<file path="src/rtl/mem_pkg.sv">
// Shared store encodings, FSM state type and lane-mask type for the
// data-memory store path.
package mem_pkg;

  localparam logic [2:0] F3_SB = 3'b000;
  localparam logic [2:0] F3_SH = 3'b001;
  localparam logic [2:0] F3_SW = 3'b010;

  typedef enum logic [1:0] {
    ST_IDLE  = 2'd0,
    ST_WR_LO = 2'd1,
    ST_WR_HI = 2'd2
  } state_t;

  typedef logic [3:0] lane_mask_t;

endpackage

</file>
<file path="src/rtl/store_lane_align.sv">
// Combinational byte-lane alignment: expands funct3/offset into an 8-lane
// mask and a 64-bit shifted data image spanning two consecutive words.
module store_lane_align
  import mem_pkg::*;
(
  input  logic [2:0]  funct3,
  input  logic [1:0]  off,
  input  logic [31:0] data,
  output logic [7:0]  m8,
  output logic [63:0] d64,
  output logic        legal
);

  lane_mask_t base;

  always_comb begin
    base  = '0;
    legal = 1'b1;
    case (funct3)
      F3_SB:   base = 4'b0001;
      F3_SH:   base = 4'b0011;
      F3_SW:   base = 4'b1111;
      default: legal = 1'b0;
    endcase
    m8  = {4'b0000, base} << off;
    d64 = {32'b0, data} << {off, 3'b000};
  end

endmodule

</file>
<file path="src/rtl/store_sequencer.sv">
// Sequences one store per handshake onto the byte-lane write port,
// splitting word-crossing stores into a LO then HI word write.
module store_sequencer
  import mem_pkg::*;
#(
  parameter int unsigned ADDR_WIDTH = 32
) (
  input  logic                  clk,
  input  logic                  rst_n,
  input  logic                  req_valid,
  output logic                  req_ready,
  input  logic [ADDR_WIDTH-1:0] req_addr,
  input  logic [31:0]           req_data,
  input  logic [2:0]            req_funct3,
  output logic [ADDR_WIDTH-1:0] mem_addr,
  output logic [31:0]           mem_wdata,
  output logic [3:0]            mem_we,
  input  logic                  mem_ready,
  output logic                  err,
  output logic                  busy
);

  state_t state, state_nxt;

  logic [7:0]            m8;
  logic [63:0]           d64;
  logic                  legal;
  logic                  accept;
  logic [ADDR_WIDTH-1:0] word_addr;

  logic [ADDR_WIDTH-1:0] lo_addr_q, hi_addr_q;
  logic [7:0]            m8_q;
  logic [63:0]           d64_q;
  logic                  err_q;

  store_lane_align u_align (
    .funct3 (req_funct3),
    .off    (req_addr[1:0]),
    .data   (req_data),
    .m8     (m8),
    .d64    (d64),
    .legal  (legal)
  );

  assign accept    = (state == ST_IDLE) && req_valid;
  assign word_addr = {req_addr[ADDR_WIDTH-1:2], 2'b00};

  always_ff @(posedge clk) begin
    if (!rst_n) begin
      state <= ST_IDLE;
      err_q <= 1'b0;
    end else begin
      state <= state_nxt;
      err_q <= accept && !legal;
    end
  end

  // Request fields are only consumed in WR_LO/WR_HI, so they carry no reset.
  always_ff @(posedge clk) begin
    if (accept && legal) begin
      lo_addr_q <= word_addr;
      hi_addr_q <= word_addr + ADDR_WIDTH'(4);
      m8_q      <= m8;
      d64_q     <= d64;
    end
  end

  always_comb begin
    state_nxt = state;
    mem_addr  = '0;
    mem_wdata = '0;
    mem_we    = '0;
    case (state)
      ST_IDLE: begin
        if (accept && legal) state_nxt = ST_WR_LO;
      end
      ST_WR_LO: begin
        mem_addr  = lo_addr_q;
        mem_wdata = d64_q[31:0];
        mem_we    = m8_q[3:0];
        if (mem_ready) state_nxt = (m8_q[7:4] != '0) ? ST_WR_HI : ST_IDLE;
      end
      ST_WR_HI: begin
        mem_addr  = hi_addr_q;
        mem_wdata = d64_q[63:32];
        mem_we    = m8_q[7:4];
        if (mem_ready) state_nxt = ST_IDLE;
      end
      default: state_nxt = ST_IDLE;
    endcase
  end

  assign req_ready = (state == ST_IDLE);
  assign busy      = (state != ST_IDLE);
  assign err       = err_q;

endmodule
</file>
<file path="config.mk">
export PLATFORM = sky130hd
export DESIGN_NAME = store_sequencer
export DESIGN_NICKNAME = d
export VERILOG_FILES = /design/src/rtl/mem_pkg.sv /design/src/rtl/store_lane_align.sv /design/src/rtl/store_sequencer.sv
export SDC_FILE = /design/constraint.sdc
export NUM_CORES = 1
export LEC_CHECK = 0
export CORE_MARGIN = 4
export CORE_UTILIZATION = 54
export DETAILED_ROUTE_END_ITERATION = 10
export PLACE_DENSITY = 0.86
export SLEW_MARGIN = 10
export SYNTH_ARGS = -nofsm -noshare
export SYNTH_HDL_FRONTEND = slang
export SYNTH_SLANG_ARGS = --single-unit
</file>
<file path="constraint.sdc">
create_clock -name clk -period 7.3 [get_ports clk]
set_input_delay 0.73 -clock clk [delete_from_list [all_inputs] [get_ports clk]]
set_output_delay 0.73 -clock clk [all_outputs]
set_load 0.01 [all_outputs]
</file>
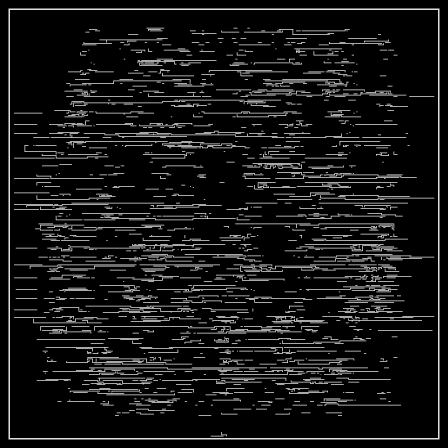
Run 1: M1 wires
wire length on this layer	5680 um
share of all routed wire	40%

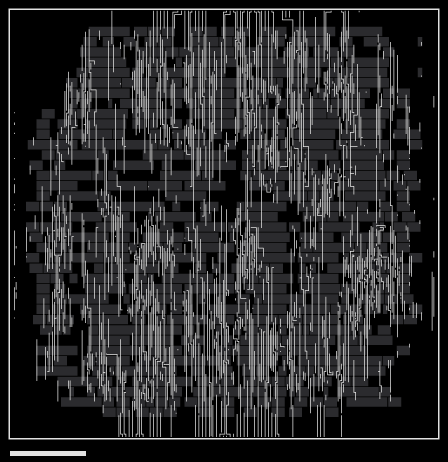
Run 1: M2 wires
Bar = 20 um.
wire length on this layer	7200 um
share of all routed wire	51%
longest straight run	45.2 um
main direction	vertical

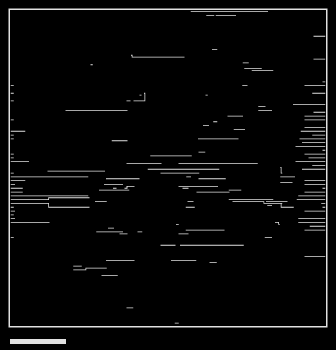
Run 1: M3 wires
Bar = 20 um.
share of all routed wire	6.4%
nets with wire on the layer	101
wire length on this layer	897 um
longest straight run	28.1 um

==> results.py, run 1 <==
# Physical implementation metrics
metrics = {
    "status": {
        "run_status": "finished clean",
    },
    "finish": {
        "non_clk_invs": 5,
        "post_route_cells_drive_above_1_share_pct": 8.475,
        "final_net_count": 653,
        "multi_input_comb_cells": 286,
        "biggestCellCategory": "registers",
    },
    "floorplan": {
        "tap_cells": 140,
        "floorplan.die.width_um": 113.1,
        "coreArea_um2": 10840,
        "ioPinCount": 142,
    },
    "route": {
        "detail_route.vias_per_cell": 5.870,
        "routed_wirelength_mm": 14.08,
    },
    "setup_path": {
        "path_cells": "inv_1 > ha_1 > and2_2 > a22o_1 > clkdlybuf4s50_1",
        "critical_path.n_buffers_inverters": 2,
        "cpPeakStageDelay_ps": 990,
    },
    "global_route": {
        "grt-ovfl-total": 0,
        "vias_in_the_first_global_route": 4268,
    },
    "power_and_ir_drop": {
        "power_switching_share_pct": 24.78,
        "p_clk_mw": 0.853,
    },
    "yosys": {
        "synth.yosys.num_cells": 447,
        "yosysChipArea_um2": 5964,
    },
    "clock_tree": {
        "clkLatencyLatePin_ps": 520,
        "cts.htree.levels": 4,
        "clkSlewWorstSetupHoldPaths_ps": 60,
    },
    "sta": {
        "hold_ws_ps": 491.4,
    },
    "placed_design": {
        "detailedPlace.worstSlack_ps": 3740,
    },
}
-- run 1: state kept, by name (all words and copies together), names as in the netlist --
| signal | flops |
|---|---|
| m8_q | 7 |
| state | 2 |
| d64_q | 56 |
| hi_addr_q | 30 |
| err | 1 |
| lo_addr_q | 30 |
-- run 1: placed cells by master, fill, tap and decap left out, types with 4 or more instances in the layout --
cell type,instances
nor2_1,27
clkdlybuf4s50_1,137
clkinvlp_4,5
nor2b_1,10
clkbuf_16,16
inv_1,5
and2_1,8
nand3_1,12
nand4_1,11
a22o_1,65
and3_1,21
nor3_1,4
o21ai_0,10
mux2i_1,26
ha_1,5
nand2_1,22
xor2_1,4
a21oi_1,12
edfxtp_1,123
xnor2_1,24
mux2_2,8
bufinv_16,4
-- run 1: metrics by stage --
step / util [%] / cells / area, um^2
final: 74.01 / 730 / 8023
after CTS: 74.01 / 730 / 8023
after floorplan: - / 448 / 5968
after global routing: 74.01 / 730 / 8023
after detailed placement: 68.36 / 698 / 7411
after global placement: 68.36 / 698 / 7411
-- run 1: Yosys cell counts (2+ instances only) --
library cell / count
a21oi_1: 12
a22o_1: 65
and2_1: 10
and3_1: 22
and4_1: 3
buf_1: 2
buf_2: 10
buf_4: 2
clkbuf_1: 17
dfxtp_1: 3
edfxtp_1: 123
ha_1: 5
inv_1: 5
mux2_2: 8
mux2i_1: 26
nand2_1: 22
nand3_1: 12
nand4_1: 11
nor2_1: 27
nor2b_1: 10
nor3_1: 4
o21ai_0: 10
xnor2_1: 24
xor2_1: 4
-- run 1: worst register-to-register path: cells and delay by family, from the launching register on --
| kind | cells | cell delay [ps] |
|---|---|---|
| flip-flops | 1 | 330 |
| adder cells (fa/ha/maj) | 1 | 240 |
| buffers and inverters | 2 | 900 |
| AND/OR/NAND/NOR | 1 | 690 |
-- run 1: logic make-up (layout without fill, tap and decap cells) --
| group | Yosys count | after routing | synth area share, % |
|---|---|---|---|
| xor gates and xnor gates | 28 | 28 | 4.112 |
| buffers and inverters | 36 | 178 | 2.601 |
| DFF | 126 | 126 | 62.93 |
| adders and majority gates | 5 | 5 | 1.049 |
| and+or+nand+nor | 127 | 127 | 11.58 |
| AOI/OAI and AO/OA | 90 | 90 | 11.79 |
| muxes | 34 | 34 | 5.874 |
| other | 1 | 2 | 0.06287 |
-- run 1: worst paths after layout --
check                        startpoint               endpoint  slack, ps  depth (start not counted)
setup / recovery  state[0]$_SDFFE_PN0P_           mem_addr[22]       3200                          5
hold / removal    state[0]$_SDFFE_PN0P_  state[0]$_SDFFE_PN0P_        490                          2
setup reg to reg  state[0]$_SDFFE_PN0P_  m8_q[1]$_SDFFCE_PP0P_       4740                          4
hold reg to reg   state[0]$_SDFFE_PN0P_  state[0]$_SDFFE_PN0P_        490                          2
-- run 1: per-layer routing --
layer | share of wire (%) | up-vias | GRT usage, %
li1 | - | 1995 | -
met1 | 40 | 2074 | 27.13
met2 | 51 | 185 | 37.52
met3 | 6.4 | 31 | 6.096
met4 | 2.1 | 0 | 8.333
met5 | 0 | - | 0
==> inputs of run 2 (changes only) <==
--- a/config.mk
+++ b/config.mk
@@ -6,9 +6,9 @@
 export NUM_CORES = 1
 export LEC_CHECK = 0
 export CORE_MARGIN = 4
-export CORE_UTILIZATION = 54
+export CORE_UTILIZATION = 50
 export DETAILED_ROUTE_END_ITERATION = 10
-export PLACE_DENSITY = 0.86
+export PLACE_DENSITY = 0.8
 export SLEW_MARGIN = 10
 export SYNTH_ARGS = -nofsm -noshare
 export SYNTH_HDL_FRONTEND = slang
==> constraint.sdc (replaced) <==
create_clock -name clk -period 4.2 [get_ports clk]
set_input_delay 0.42 -clock clk [delete_from_list [all_inputs] [get_ports clk]]
set_output_delay 0.42 -clock clk [all_outputs]
set_load 0.01 [all_outputs]
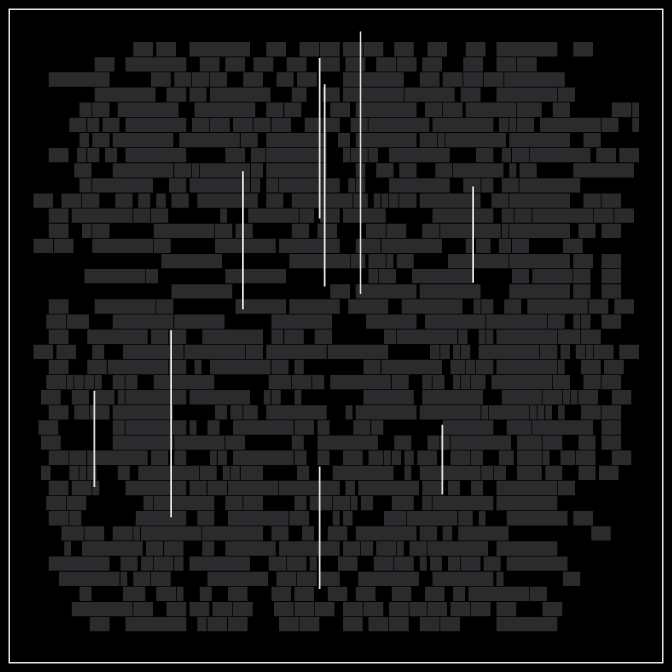
Run 2: the metal 4 layer
nets with wire on the layer	7
wire length on this layer	237 um
share of all routed wire	1.7%
longest straight run	46.9 um
main direction	vertical

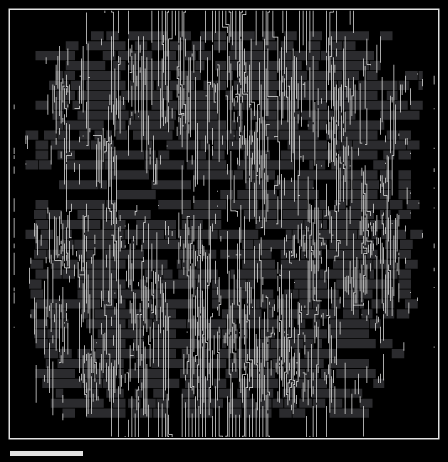
Run 2: M2 wires
Bar = 20 um.
nets with wire on the layer	569
main direction	vertical

==> results.py, run 2 <==
# Physical implementation metrics
metrics = {
    "yosys": {
        "fraction_of_synthesized_area_in_multiplexers_pct": 5.874,
        "synth.cells.most_frequent": "123 x edfxtp_1, 65 x a22o_1, 27 x nor2_1",
        "post-synth-top-count-cell": "edfxtp_1",
        "yosysChipArea_um2": 5964,
        "synthXorXnorAreaFrac_pct": 4.112,
    },
    "global_route": {
        "vias_in_the_first_global_route": 4213,
    },
    "finish": {
        "lay_top_count": "clkdlybuf4s50_1",
        "post_route_cells_drive_above_1_share_pct": 9.091,
        "finish.instance_area_um2": 8107,
        "largest_register_ffs": 56,
        "max_flop_register": "d64_q",
        "instances_no_fill": 737,
        "reg.largest.list": "d64_q (56), hi_addr_q (30), lo_addr_q (30)",
    },
    "floorplan": {
        "coreArea_um2": 11560,
        "ioPinCount": 142,
        "floorplan.die.width_um": 117.2,
    },
    "clock_tree": {
        "clkLatencyLatePin_ps": 400,
        "clkSlewWorstSetupHoldPaths_ps": 50,
    },
    "setup_path": {
        "cpPeakStageDelay_ps": 700,
        "worst-r2r-setup-slack_ps": 2200,
    },
    "placed_design": {
        "place_inst": 706,
        "detailed_place.area_um2": 7465,
    },
    "route": {
        "detail_route.vias_per_cell": 5.787,
    },
    "status": {
        "run_status": "finished clean",
    },
}
==> run 2: final cells by class <==
type                    instances  area [um^2]
well taps                     143        178.9
flip-flops and latches        126         3754
multi-input cells             286         2067
clock buffers                  17        425.4
clock inverters                14        216.5
inverters                       5        18.77
fillers                       807         3458
repair buffers                146         1446
==> run 2: power by group <==
part	switching (mW)	internal [mW]	total (mW)	leakage, nW
logic	0.383	0.359	0.743	1.44
registers	0.0347	1.53	1.56	1.17
clock network	0.523	1.05	1.57	0.303
==> run 2: cell families after synthesis <==
logic type | count (synthesis)
flip-flops | 126
other | 1
AND/OR/NAND/NOR | 127
buffers and inverters | 36
adder cells (fa/ha/maj) | 5
XOR/XNOR | 28
AND-OR/OR-AND | 90
multiplexers | 34
==> run 2: metal layers <==
metal  global-route usage, %  share of wire (%)
met1                   26.67                 41
met2                   35.82                 52
met3                   4.730                5.6
met4                   7.569                1.7
met5                       0                  0
==> run 2: through the flow <==
step	worst slack (ps)	util [%]	power, mW	hold slack, ps
after global placement	1252	64.55	2.307	467.5
after global routing	603.1	70.10	4.029	533.2
after CTS	758.3	70.10	3.906	498.4
after floorplan	1365	-	1.952	451.5
after detailed placement	1187	64.55	2.331	490.1
final	763.8	70.10	3.881	500.7
==> run 2: worst paths after layout <==
check,startpoint,end,cells past startpoint
min,state[1]$_SDFFE_PN0P_,state[1]$_SDFFE_PN0P_,2
min reg2reg,state[1]$_SDFFE_PN0P_,state[1]$_SDFFE_PN0P_,2
max reg2reg,state[0]$_SDFFE_PN0P_,lo_addr_q[11]$_DFFE_PP_,4
max,state[0]$_SDFFE_PN0P_,mem_addr[16],6
==> run 2: critical path, delay by kind of cell (launching register included) <==
kind	cells	cell delay [ps]
AND-OR/OR-AND	1	160
AND/OR/NAND/NOR	1	700
buffers and inverters	3	950
adder cells (fa/ha/maj)	1	440
flip-flops	1	360
==> inputs of run 3 (changes only) <==
--- a/config.mk
+++ b/config.mk
@@ -6,9 +6,9 @@
 export NUM_CORES = 1
 export LEC_CHECK = 0
 export CORE_MARGIN = 4
-export CORE_UTILIZATION = 50
+export CORE_UTILIZATION = 45
 export DETAILED_ROUTE_END_ITERATION = 10
-export PLACE_DENSITY = 0.8
+export PLACE_DENSITY = 0.76
 export SLEW_MARGIN = 10
 export SYNTH_ARGS = -nofsm -noshare
 export SYNTH_HDL_FRONTEND = slang
==> constraint.sdc (replaced) <==
create_clock -name clk -period 2.87 [get_ports clk]
set_input_delay 0.287 -clock clk [delete_from_list [all_inputs] [get_ports clk]]
set_output_delay 0.287 -clock clk [all_outputs]
set_load 0.01 [all_outputs]
==> results.py, run 3 <==
# Physical implementation metrics
metrics = {
    "status": {
        "run_status": "finished clean",
    },
    "sta": {
        "finalWorstSetupSlack_ps": 141.3,
        "min_period_ps": 2729,
        "hold_ws_ps": 457.2,
    },
    "power_and_ir_drop": {
        "comb_power_share_pct": 20.5,
        "power.net_switching_mw": 1.376,
        "seq_power_share_pct": 40.6,
        "power_switching_share_pct": 24.43,
    },
    "finish": {
        "lay_top_count": "clkdlybuf4s50_1",
        "reg.largest.list": "d64_q (56), hi_addr_q (30), lo_addr_q (30)",
        "post_route_cells_drive_above_1_share_pct": 9.950,
    },
    "min_path": {
        "hold_path_depth": 2,
        "hold_wc_startpoint": "req_addr[1]",
        "holdPathEnd": "d64_q[9]$_SDFFCE_PP0P_",
    },
    "setup_path": {
        "critPathMaxFanout": 22,
        "r2r-start": "state[1]$_SDFFE_PN0P_",
        "worst-r2r-setup-slack_ps": 1050,
        "critPathLaunch": "state[1]$_SDFFE_PN0P_",
        "reg2reg_to": "lo_addr_q[23]$_DFFE_PP_",
    },
    "yosys": {
        "yosys_register_bits": 126,
        "synth.cells.most_frequent": "123 x edfxtp_1, 65 x a22o_1, 27 x nor2_1",
        "yosys_most_used_dff": "edfxtp_1",
        "edf_count": 123,
    },
    "floorplan": {
        "coreArea_um2": 12770,
        "floorplan.die.width_um": 123.1,
        "number_of_placement_rows": 41,
        "floorplan.initialDensity_pct": 46.69,
        "ioPinCount": 142,
    },
    "clock_tree": {
        "clkLatencyLatePin_ps": 400,
        "clkSlewWorstSetupHoldPaths_ps": 60,
    },
    "placed_design": {
        "place_inst": 742,
        "detailedPlace.worstSlack_ps": 463.6,
        "port_buffers": 139,
    },
    "global_route": {
        "vias_in_the_first_global_route": 4281,
    },
    "route": {
        "detail_route.vias_per_cell": 5.467,
    },
}
run 3: cell counts after synthesis:
No cell type changed its count.
run 3: how the worst max path moves through the flow:
| stage | slack, ps | cells past startpoint | to |
|---|---|---|---|
| after floorplan | 170 | 3 | d64_q[0]$_SDFFCE_PP0P_ |
| after global placement | 530 | 6 | hi_addr_q[30]$_DFFE_PP_ |
| after detailed placement | 460 | 6 | mem_wdata[6] |
| after CTS | 40 | 6 | mem_wdata[6] |
| after global routing | 20 | 7 | mem_wdata[18] |
| final | 140 | 7 | mem_wdata[18] |
run 3: kinds of logic after synthesis:
| family | synth area share [%] |
|---|---|
| and+or+nand+nor | 11.58 |
| DFF | 62.93 |
| AOI/OAI and AO/OA | 11.79 |
| buffers and inverters | 2.601 |
| muxes | 5.874 |
| xor gates and xnor gates | 4.112 |
| adders and majority gates | 1.049 |
| other | 0.06287 |
run 3: power groups by stage:
stage	logic [mW]	clock network [mW]	registers (mW)
after global placement	1.10	0	2.32
after CTS	1.14	2.21	2.29
final	1.15	2.19	2.29
after detailed placement	1.13	0	2.33
after floorplan	0.539	0	2.32
after global routing	1.24	2.30	2.30
run 3: repair_timing:
| action | CTS | global route |
|---|---|---|
| setup endpoints to repair | 10 | 33 |
| cloned | 0 | 1 |
| gates resized | 1 | 3 |
| hold buffers | 0 | 0 |
run 3: worst max-delay path: cells and delay by family (launching register included):
kind                       cells  cell delay [ps]
adders and majority gates      1              300
and+or+nand+nor                1              200
DFF                            1              380
buffers and inverters          4              970
AOI/OAI and AO/OA              1              180
run 3: cell type report:
cell class	instances	area, um^2
clock inverters	13	171.4
inverters	5	18.77
fillers	939	4543
multi-input cells	286	2069
well taps	172	215.2
repair buffers	154	1569
flip-flops and latches	126	3754
clock buffers	19	432.9
run 3: through the flow:
step	util (%)	power, mW	cell area [um^2]
4_1_cts	64.19	5.640	8199
3_5_place_dp	59.43	3.452	7591
5_1_grt	64.43	5.845	8230
2_1_floorplan	-	2.857	5969
6_report	64.43	5.632	8230
3_3_place_gp	59.43	3.420	7591
run 3: layer usage:
layer,vias to the layer above,share of wire [%],track usage (%)
li1,2009,-,-
met1,2057,41,24.13
met2,153,52,32.38
met3,18,5.6,3.568
met4,0,1.6,7.059
met5,-,0,0
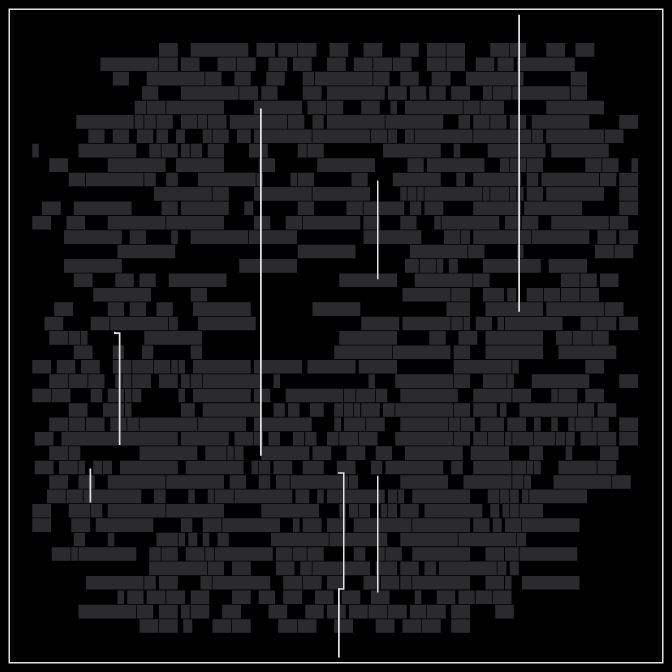
Run 3: the metal 4 layer
share of all routed wire	1.6%
nets with wire on the layer	6
wire length on this layer	226 um
main direction	vertical

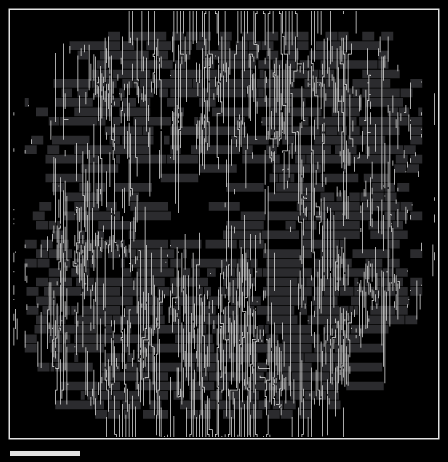
Run 3: M2 wires
Bar = 20 um.
share of all routed wire	52%
nets with wire on the layer	572
longest straight run	51.7 um


==> layout pictures side by side <==
Routing congestion map.
picture 1
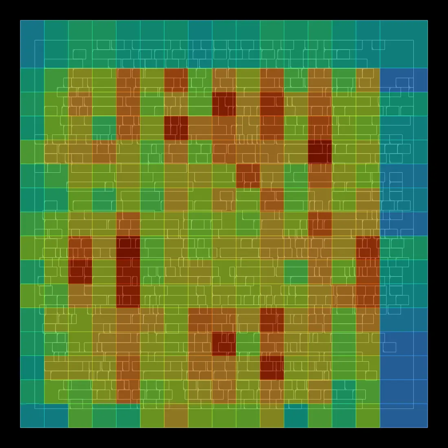
picture 2
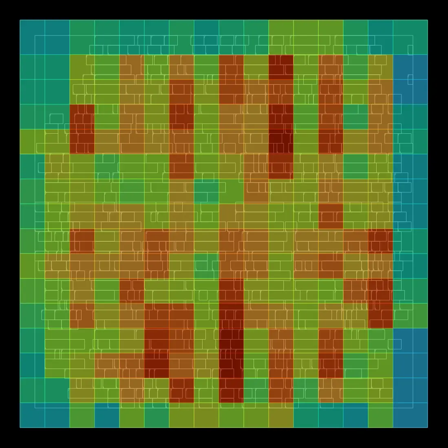
run 1: picture 2
run 2: picture 1

Power is estimated from default activity; no workload was simulated.
